$ cat src/rtl/ram8_16.sv
// ram8_16 -- 8-word x WIDTH-bit clocked register file with a sequenced
// "clear all" operation. It is the storage/write side that pairs with the
// existing 8-way read mux and is the building block for larger RAMs.
//
// All data and address vectors are MSB-first (bit 0 is the MSB), so they
// are declared [0:N-1]. The numeric value of in_addr is the word index.
//
// Ports:
//   clk      in   rising-edge clock
//   rst_n    in   asynchronous active-low reset
//   in_d     in   write data
//   in_we    in   write enable (sampled on clk)
//   in_addr  in   word select, read and write
//   in_clr   in   clear-all request (sampled on clk)
//   out_q    out  word[in_addr], combinational
//   out_busy out  high while the clear sequence runs
module ram8_16 #(
    parameter int WIDTH = 16
) (
    input  logic             clk,
    input  logic             rst_n,
    input  logic [0:WIDTH-1] in_d,
    input  logic             in_we,
    input  logic [0:2]       in_addr,
    input  logic             in_clr,
    output logic [0:WIDTH-1] out_q,
    output logic             out_busy
);

    localparam int          NUM_WORDS = 8;
    localparam logic [0:0]  IDLE      = 1'b0;
    localparam logic [0:0]  CLEAR     = 1'b1;

    logic [0:0]       state_q, state_d;
    logic [2:0]       cnt_q, cnt_d;
    logic [0:WIDTH-1] mem_q [NUM_WORDS];

    logic [NUM_WORDS-1:0] wr_sel;
    logic [NUM_WORDS-1:0] clr_sel;

    // Per-word strobes. A clear request on an IDLE edge wins over a write
    // on the same edge, so the write strobe is masked by in_clr.
    for (genvar w = 0; w < NUM_WORDS; w++) begin : g_sel
        assign wr_sel[w]  = (state_q == IDLE) && in_we && !in_clr &&
                            (in_addr == 3'(w));
        assign clr_sel[w] = (state_q == CLEAR) && (cnt_q == 3'(w));
    end

    // Sequencer: the request edge loads the counter, then eight CLEAR edges
    // zero words 0..7. The counter wraps 7 -> 0 naturally on the last one.
    always_comb begin
        state_d = state_q;
        cnt_d   = cnt_q;
        case (state_q)
            IDLE: begin
                if (in_clr) begin
                    state_d = CLEAR;
                    cnt_d   = 3'd0;
                end
            end
            CLEAR: begin
                cnt_d = cnt_q + 3'd1;
                if (cnt_q == 3'd7) begin
                    state_d = IDLE;
                end
            end
            default: begin
                state_d = IDLE;
                cnt_d   = 3'd0;
            end
        endcase
    end

    always_ff @(posedge clk or negedge rst_n) begin
        if (!rst_n) begin
            state_q <= IDLE;
            cnt_q   <= 3'd0;
        end else begin
            state_q <= state_d;
            cnt_q   <= cnt_d;
        end
    end

    always_ff @(posedge clk or negedge rst_n) begin
        if (!rst_n) begin
            for (int w = 0; w < NUM_WORDS; w++) begin
                mem_q[w] <= '0;
            end
        end else begin
            for (int w = 0; w < NUM_WORDS; w++) begin
                if (wr_sel[w]) begin
                    mem_q[w] <= in_d;
                end else if (clr_sel[w]) begin
                    mem_q[w] <= '0;
                end
            end
        end
    end

    assign out_q    = mem_q[in_addr];
    assign out_busy = (state_q == CLEAR);

endmodule
$ cat config.mk
export PLATFORM = sky130hd
export DESIGN_NAME = ram8_16
export DESIGN_NICKNAME = d
export VERILOG_FILES = /design/src/rtl/ram8_16.sv
export SDC_FILE = /design/constraint.sdc
export NUM_CORES = 1
export LEC_CHECK = 0
export CELL_PAD_IN_SITES_DETAIL_PLACEMENT = 1
export CELL_PAD_IN_SITES_GLOBAL_PLACEMENT = 1
export CORE_ASPECT_RATIO = 0.6
export CORE_MARGIN = 2
export CORE_UTILIZATION = 25
export DETAILED_ROUTE_END_ITERATION = 7
export DONT_BUFFER_PORTS = 1
export GPL_TIMING_DRIVEN = 0
export PLACE_DENSITY_LB_ADDON = 0.1
export SLEW_MARGIN = 20
export SYNTH_ARGS = -nofsm -noshare
export SYNTH_HDL_FRONTEND = slang
export SYNTH_SLANG_ARGS = --single-unit
$ cat constraint.sdc
create_clock -name clk -period 4.05 [get_ports clk]
set_input_delay 0.81 -clock clk [delete_from_list [all_inputs] [get_ports clk]]
set_output_delay 0.81 -clock clk [all_outputs]
set_load 0.005 [all_outputs]
**Congestion heat map**

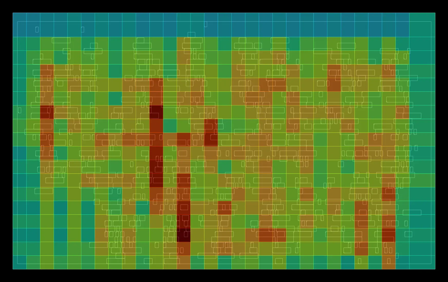
Routed WL per cell: 23.9 um
met3 Usage GRT: 0.0412
met2 Usage GRT: 0.259

**Cell classes on the final placement**

(3 px per um) Fill, decap, tap and diode cells in grey.
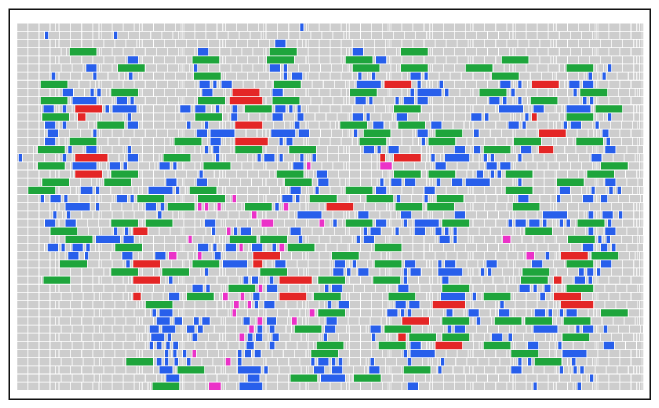
[blue] all other logic | cells: 409
[green] flip-flops | cells: 132
[magenta] other buffers and delay cells | cells: 32
[red] clock drivers and dummy loads | cells: 32

**Clock network drawn from the DEF**

(4 px per um)
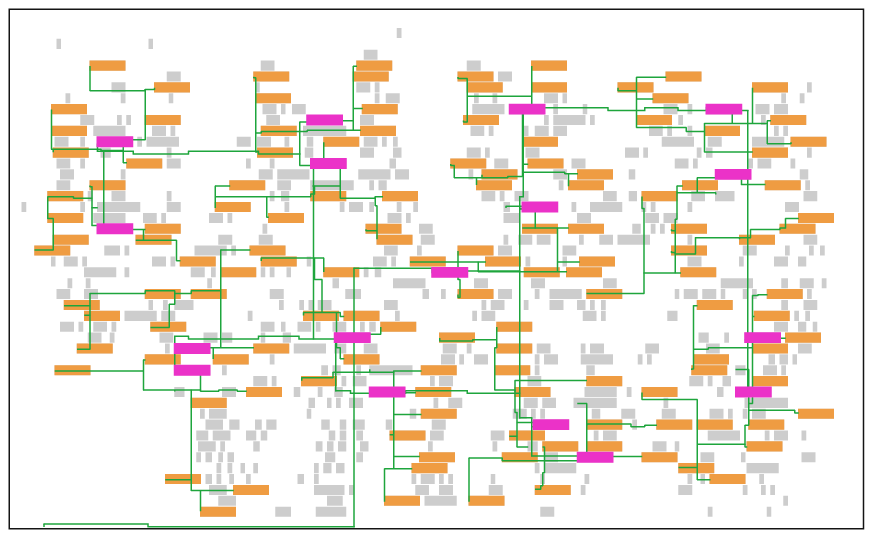
[green] clock wires | length: 2190 um
[orange] flip-flops | count: 132
[magenta] cells driving clock nets | count: 17
flops lie: spread over the die

**Supply network**

(2 px per um) Pins as bars on the die edge.
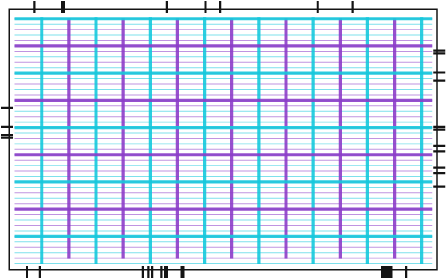
[cyan] VSS
[purple] VDD
met1 rails: 46
signal pins: 40
met4 straps: 15
met5 straps: 9
rows: 45

==> changes_impl.md <==
### Physical design

- Outcome: finished clean
- Post-layout min period: 3.34 ns
- Initial antenna violation count: 0
- Clock Latency Late Sink: 0.45 ns
- Total CTS buffers: 17
- Comb pwr share: 0.222
- Hold WS: 0.0659 ns
- Synth area leaders: dfrtp_1 (50%), mux2i_1 (22%), nand2_1 (8.8%), mux4_2 (8.2%), ha_1 (1.1%)
- Post-synth EDFFs: 0
- Setup tns final: 0 ns
- Port Buffers: 0
- HP Class: in -> async
- Leak: 3.85 nW
- Design area: 0.00769 mm2
- Post-CTS Setup Inserts: 0
- Achievable Freq: 299 MHz
- Area-dominant class: sequential cells
- Post-Route M1 WL: 12.1 mm
- Post-route clock period utilization: 0.825
- Highest-count logic cell in the final layout: nand2_1
- CTS Buffer Depth: 2
- Number of cells on the worst reg-to-reg path: 5
- Met1 GRT Util: 0.267
- Mapped Nets: 602
- DR WL met3: 722 um
- Mux cell area share: 0.304
- TritonCTS clock tree: yes
- Routed WL: 22.8 mm
- Fraction of final layout cells sized beyond drive strength 1: 0.131
- Clock Buffer Count: 19
- Slowest cell on crit path: buf_1
Power and IR drop assume default switching activity.
